===== src/rtl/uart_pkg.sv =====
// Shared UART definitions used by both the Uart8 receiver and the uart_tx8
// transmitter.
//
// Contents:
//   uartState_t   - FSM state encoding (IDLE, START, DATA, STOP)
//   DATA_BITS     - data bits per frame (8N1)
//   STOP_BITS     - stop bits per frame (8N1)
//   LINE_IDLE     - idle / stop level of the serial line
//   LINE_START    - start-bit level of the serial line
//   bitPeriod()   - clocks per bit, using integer division
//   counterWidth()- width of a counter that must reach period-1, at least 1
package uart_pkg;

    typedef enum logic [1:0] {
        IDLE  = 2'd0,
        START = 2'd1,
        DATA  = 2'd2,
        STOP  = 2'd3
    } uartState_t;

    localparam int   DATA_BITS  = 8;
    localparam int   STOP_BITS  = 1;
    localparam logic LINE_IDLE  = 1'b1;
    localparam logic LINE_START = 1'b0;

    // Any remainder of the division is dropped, so the real baud rate is
    // slightly higher than requested when the clock is not an exact multiple.
    function automatic int bitPeriod(input int clockRate, input int baudRate);
        return clockRate / baudRate;
    endfunction

    // $clog2(1) is 0, which would make a zero-width vector; clamp to 1 bit.
    function automatic int counterWidth(input int period);
        int w;
        w = $clog2(period);
        return (w < 1) ? 1 : w;
    endfunction

endpackage


===== src/rtl/baud_tick_gen.sv =====
// Bit-period timer for the UART transmitter.
//
// Parameters:
//   CLOCK_RATE - input clock frequency in Hz
//   BAUD_RATE  - line bit rate in bit/s
// Ports:
//   clk   - system clock, rising edge
//   reset - asynchronous, active-high reset (counter to 0)
//   clear - restarts the bit period; the counter is 0 after the edge
//   tick  - high during the last clock of each bit period, so a consumer
//           sampling it on the rising edge acts exactly N clocks after clear
module baud_tick_gen
    import uart_pkg::*;
#(
    parameter int CLOCK_RATE = 12000000,
    parameter int BAUD_RATE  = 9600
) (
    input  logic clk,
    input  logic reset,
    input  logic clear,
    output logic tick
);

    localparam int BIT_PERIOD = bitPeriod(CLOCK_RATE, BAUD_RATE);
    localparam int CNT_W      = counterWidth(BIT_PERIOD);
    localparam logic [CNT_W-1:0] LAST_COUNT = CNT_W'(BIT_PERIOD - 1);

    logic [CNT_W-1:0] count;

    // Free-running modulo-N counter; clear re-aligns it to the frame start.
    always_ff @(posedge clk or posedge reset) begin
        if (reset) begin
            count <= '0;
        end else if (clear) begin
            count <= '0;
        end else if (count == LAST_COUNT) begin
            count <= '0;
        end else begin
            count <= count + 1'b1;
        end
    end

    assign tick = (count == LAST_COUNT);

endmodule


===== src/rtl/uart_tx8.sv =====
// 8N1 UART transmitter.
//
// Parameters:
//   CLOCK_RATE - input clock frequency in Hz
//   BAUD_RATE  - line bit rate in bit/s
// Ports:
//   clk     - system clock, rising edge
//   reset   - asynchronous, active-high reset
//   txEn    - transmitter enable; gates acceptance of new frames only
//   txStart - request to send txIn (sampled in IDLE)
//   txIn    - byte to send
//   txOut   - serial line, registered, idle high
//   txBusy  - high while a frame is on the line
//   txDone  - single-cycle pulse in the first IDLE cycle after a frame
//
// Frame: start bit (0), 8 data bits LSB first, stop bit (1). Each bit lasts
// CLOCK_RATE / BAUD_RATE clocks. A request in the txDone cycle is accepted,
// so back-to-back frames repeat every 10N+1 clocks.
module uart_tx8
    import uart_pkg::*;
#(
    parameter int CLOCK_RATE = 12000000,
    parameter int BAUD_RATE  = 9600
) (
    input  logic       clk,
    input  logic       reset,
    input  logic       txEn,
    input  logic       txStart,
    input  logic [7:0] txIn,
    output logic       txOut,
    output logic       txBusy,
    output logic       txDone
);

    localparam logic [2:0] LAST_DATA_IDX = 3'(DATA_BITS - 1);

    uartState_t  state;
    logic [7:0]  shiftReg;
    logic [2:0]  bitIdx;
    logic        acceptFrame;
    logic        bitTick;

    // A request is only looked at in IDLE; anything arriving mid-frame is
    // dropped rather than queued.
    assign acceptFrame = (state == IDLE) && txEn && txStart;

    // The acceptance edge also restarts the bit timer so the start bit is
    // exactly N clocks long regardless of where the free-running count was.
    baud_tick_gen #(
        .CLOCK_RATE (CLOCK_RATE),
        .BAUD_RATE  (BAUD_RATE)
    ) u_tickGen (
        .clk   (clk),
        .reset (reset),
        .clear (acceptFrame),
        .tick  (bitTick)
    );

    // Transmit FSM. All outputs are registered here, so txOut changes only
    // on clock edges. The shift register is pre-shifted when each data bit
    // is put on the line, so shiftReg[0] is always the next bit to send.
    always_ff @(posedge clk or posedge reset) begin
        if (reset) begin
            state    <= IDLE;
            txOut    <= LINE_IDLE;
            txBusy   <= 1'b0;
            txDone   <= 1'b0;
            shiftReg <= '0;
            bitIdx   <= '0;
        end else begin
            txDone <= 1'b0;
            case (state)
                IDLE: begin
                    txOut  <= LINE_IDLE;
                    txBusy <= 1'b0;
                    if (acceptFrame) begin
                        shiftReg <= txIn;
                        bitIdx   <= '0;
                        txOut    <= LINE_START;
                        txBusy   <= 1'b1;
                        state    <= START;
                    end
                end

                START: begin
                    if (bitTick) begin
                        txOut    <= shiftReg[0];
                        shiftReg <= shiftReg >> 1;
                        bitIdx   <= '0;
                        state    <= DATA;
                    end
                end

                DATA: begin
                    if (bitTick) begin
                        if (bitIdx == LAST_DATA_IDX) begin
                            txOut <= LINE_IDLE;
                            state <= STOP;
                        end else begin
                            txOut    <= shiftReg[0];
                            shiftReg <= shiftReg >> 1;
                            bitIdx   <= bitIdx + 3'd1;
                        end
                    end
                end

                STOP: begin
                    // txDone lands in the first IDLE cycle, which is also the
                    // cycle in which a follow-on request can be accepted.
                    if (bitTick) begin
                        txOut  <= LINE_IDLE;
                        txBusy <= 1'b0;
                        txDone <= 1'b1;
                        state  <= IDLE;
                    end
                end

                default: begin
                    txOut  <= LINE_IDLE;
                    txBusy <= 1'b0;
                    state  <= IDLE;
                end
            endcase
        end
    end

endmodule


===== config.mk =====
export PLATFORM = sky130hd
export DESIGN_NAME = uart_tx8
export DESIGN_NICKNAME = d
export VERILOG_FILES = /design/src/rtl/uart_pkg.sv /design/src/rtl/baud_tick_gen.sv /design/src/rtl/uart_tx8.sv
export SDC_FILE = /design/constraint.sdc
export NUM_CORES = 1
export LEC_CHECK = 0
export CAP_MARGIN = 15
export CELL_PAD_IN_SITES_DETAIL_PLACEMENT = 0
export CELL_PAD_IN_SITES_GLOBAL_PLACEMENT = 1
export CORE_MARGIN = 3
export CORE_UTILIZATION = 25
export CTS_CLUSTER_SIZE = 20
export DETAILED_ROUTE_END_ITERATION = 8
export PLACE_DENSITY_LB_ADDON = 0.08
export SLEW_MARGIN = 10
export SYNTH_ARGS = -nofsm -noshare
export SYNTH_HDL_FRONTEND = slang
export SYNTH_SLANG_ARGS = --single-unit

===== constraint.sdc =====
create_clock -name clk -period 3.2 [get_ports clk]
set_input_delay 0.48 -clock clk [delete_from_list [all_inputs] [get_ports clk]]
set_output_delay 0.48 -clock clk [all_outputs]
set_load 0.03 [all_outputs]

==> images/zoom.png <==
Bar = 5 microns. Window x 51 to 71, y 51 to 71 microns. Cells in grey, sequential cells in the stronger grey; small squares are vias.
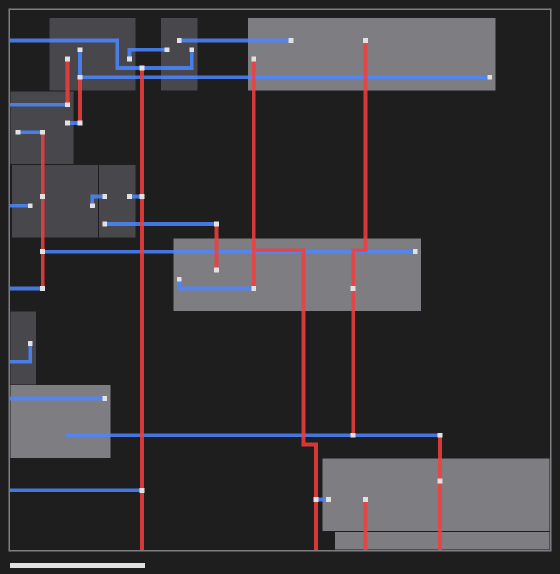
| colour | layer |
|---|---|
| red | met2 |
| blue | met1 |
netlist names of flops here include: u_tickGen.count (2), txDone (1)
sequential cells in the window: 3
most frequent: dfrtp_1 (3), xor2_1 (2), nor2_1 (2)
cells with their middle in the window: 7

==> images/met1.png <==
Bar = 20 microns.
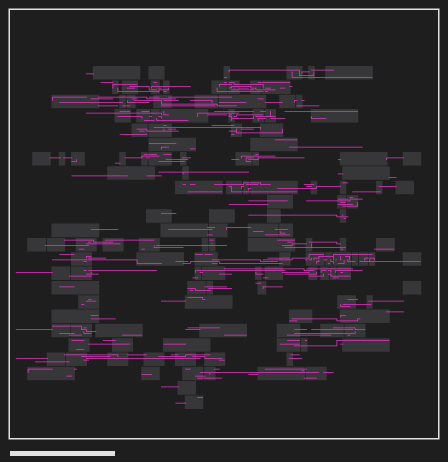
wire length on this layer: 1290 microns
main direction: horizontal
via count: 936
total wire length: 2650 microns
met1 Track Usage GR: 0.117

==> impl_metrics.yaml <==
# yosys + openroad results
status:
  status: "complete, no violations"
clock_network:
  clk_pin_slew_ns: 0.10
  cts_tree: "yes"
  hold_buffers: 0
  numCtsBuffers: 3
  htreeDepth: 1
  postCtsSetupRepairBufs: 0
  cts_buffer_depth: 2
  postCtsResizedCells: 0
  cts-root-buf: "clkbuf_8"
  clock-sinks: 27
  insertion_delay_ns: 0.27
setup_path:
  arrival_ns: 2.32
  ff2ff_path_depth: 6
  cp-end-kind: "register"
  worst-setup-path-type: "reg -> reg"
  start_kind: "register"
  worst_ep_required_time_ns: 3.36
  cp_max_fo: 8
die:
  core-area_sq_um: 5300
  ios: 15
  fp.dieW_microns: 81.3
  fp_util: 0.267
  die_h_microns: 81.3
  rows: 26
  die_area_sq_um: 6610
power_and_ir_drop:
  vdd_drop_max_v: 0.000288
  powerDensity_nw_per_um2: 896
  p_leak_uw: 0.000759
route:
  via_per_inst: 4.42
  route.detailed.drc: 0
  dr.pass1.iters: 4
  ant_nets: 0
  drt-initial-drc-count: 44
final_timing:
  rsz0062_at_grt: "no"
  fin_setup_tns_ns: 0
  finalCritPeriodShare: 0.676
  timing.final.ws_setup_ns: 1.04
  slew_viol_final: 0
  min_period_ns: 2.16
  hold_viol_final: 0
  slew_headroom: 0.693
  clock_skew_ns: 0.00436
  setup_viol: 0
  fmax_mhz: 462
  tightest_slew_ns: 0.461
grt:
  antenna_found_initial: 0
  grt_max_degree: 28
  grt_pass1_vias: 958
  overflow: 0
  grt_pass1_wl_microns: 4550
cells_and_area:
  final_cell_mix: "dfrtp_1, mux2_2, nor2_1, clkdlybuf4s50_1, inv_1"
  layout-drive-gt1-share: 0.211
  num-nets-final: 163
  fin_util: 0.319
  num_antenna_cells: 0
  areaGrowthSynthToFinish_pct: 19.2
  layout.cells.most_common: "dfrtp_1"
logic_synthesis:
  synth_cell_types: 33
  ys_seq_frac: 0.477
  synth_area_sq_um: 1420
  ys_area_sq_um: 1420
  synthCells: 126
  synth.yosys.warnings: 0
  yosysTopAreaCell: "dfrtp_1"
  area_leaders: "dfrtp_1, mux2_2, ha_1, xor2_1, nor2_1"
  ys_cells: 126
  top_area_frac: 0.459
  syn_nets: 146
  avgSynthCellArea_sq_um: 11.3
  ys.flops: 27
place:
  gp_congestion: 0.714
  dp_slack_ns: 0.940
  io_buffers: 14
  hpwl_microns: 1870
min_path:
  hold_path_class: "reg -> reg"
  hold_depth: 2
flow_run:
  warnings: 30
  drv_cap: 0
==> images/wire_density.png <==
16 x 16 tiles, from white (low) to dark blue (high), scaled to the fullest tile. Values are wire area over tile area, all layers added.
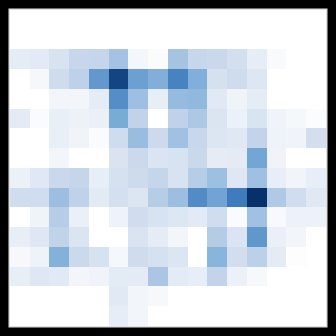
emptiest ninth of the die: top right
mean over tiles: 0.062
fullest tile: 0.46
tiles over half the peak: 4.3%
nearly empty tiles: 36%
densest ninth of the die: middle
GRT Total Usage: 0.0908
post-DR wirelength/cell: 12.5 microns

[cell usage after synthesis, drive strengths merged]
| cell type | instances |
|---|---|
| and2 | 1 |
| a221o | 1 |
| and4 | 1 |
| xnor2 | 1 |
| a21oi | 3 |
| and4bb | 1 |
| nor2 | 14 |
| nand2 | 8 |
| mux2 | 16 |
| or2 | 1 |
| nand3 | 5 |
| clkbuf | 2 |
| o21ai | 1 |
| xor2 | 8 |
| dfstp | 1 |
| nor4b | 1 |
| inv | 10 |
| nand4 | 5 |
| buf | 1 |
| a222oi | 1 |
| o211ai | 1 |
| nor2b | 1 |
| o32a | 1 |
| o22ai | 1 |
| mux2i | 3 |
| dfrtp | 26 |
| or4b | 1 |
| and3 | 2 |
| ha | 8 |
[final timing paths]
path,startpoint,to,slack (ns)
max,u_tickGen.count[1],state[1],1.04
min,txOut,txOut,0.48
max reg2reg,u_tickGen.count[1],state[1],1.04
min reg2reg,txOut,txOut,0.48
max in group asynchronous,reset,txOut,2.33
min in group asynchronous,reset,u_tickGen.count[4],0.56
[state kept, by name, summed over array words and instances (netlist names)]
signal	count
bitIdx	3
shiftReg	8
state	2
txBusy	1
txDone	1
txOut	1
u_tickGen.count	11
[layout make-up]
cell class                      count  area [sq um]
Sequential cell                    27           677
Inverter                           10          37.5
Timing Repair Buffer               15           148
Clock buffer                        3          41.3
Fill cell                         539          3610
Multi-Input combinational cell     86           692
Tap cell                           70          87.6
Clock inverter                      1          7.51
[where the power goes]
| part | switching, uW | internal (uW) | total, uW |
|---|---|---|---|
| clock network | 112 | 88.4 | 201 |
| logic | 343 | 389 | 732 |
| registers | 107 | 474 | 581 |
| total | 563 | 951 | 1510 |
[through the flow]
step	hold WS, ns	total power, uW	instance area (sq um)	cells
final	0.478	1510	1690	212
after global routing	0.497	1650	1690	212
after CTS	0.483	1540	1690	212
after detailed placement	0.467	1330	1640	208
after global placement	0.458	1310	1640	208
after floorplan	0.475	1150	1420	126
[metal layers]
layer  GRT usage  vias up  wire length, microns
met1       0.117      446                  1290
met3      0.0310        2                   123
met2       0.148       23                  1220
met4      0.0152        0                    20
met5           0        -                     0
li1            -      465                     -
[worst max-delay path: stages, from the launching register on]
cell	delay, ns
dfrtp_1	0.47
inv_1	0.09
ha_1	0.13
and4bb_2	0.24
nand4_2	0.24
a222oi_1	0.50
mux2_1	0.37
[kinds of logic after synthesis]
logic type      share of synthesized area
buf+inv                            0.0344
flops                               0.477
compound gates                     0.0538
simple gates                        0.160
xor+xnor                           0.0556
mux                                 0.148
fa+ha+maj                          0.0706
Power is estimated from default activity; no workload was simulated.
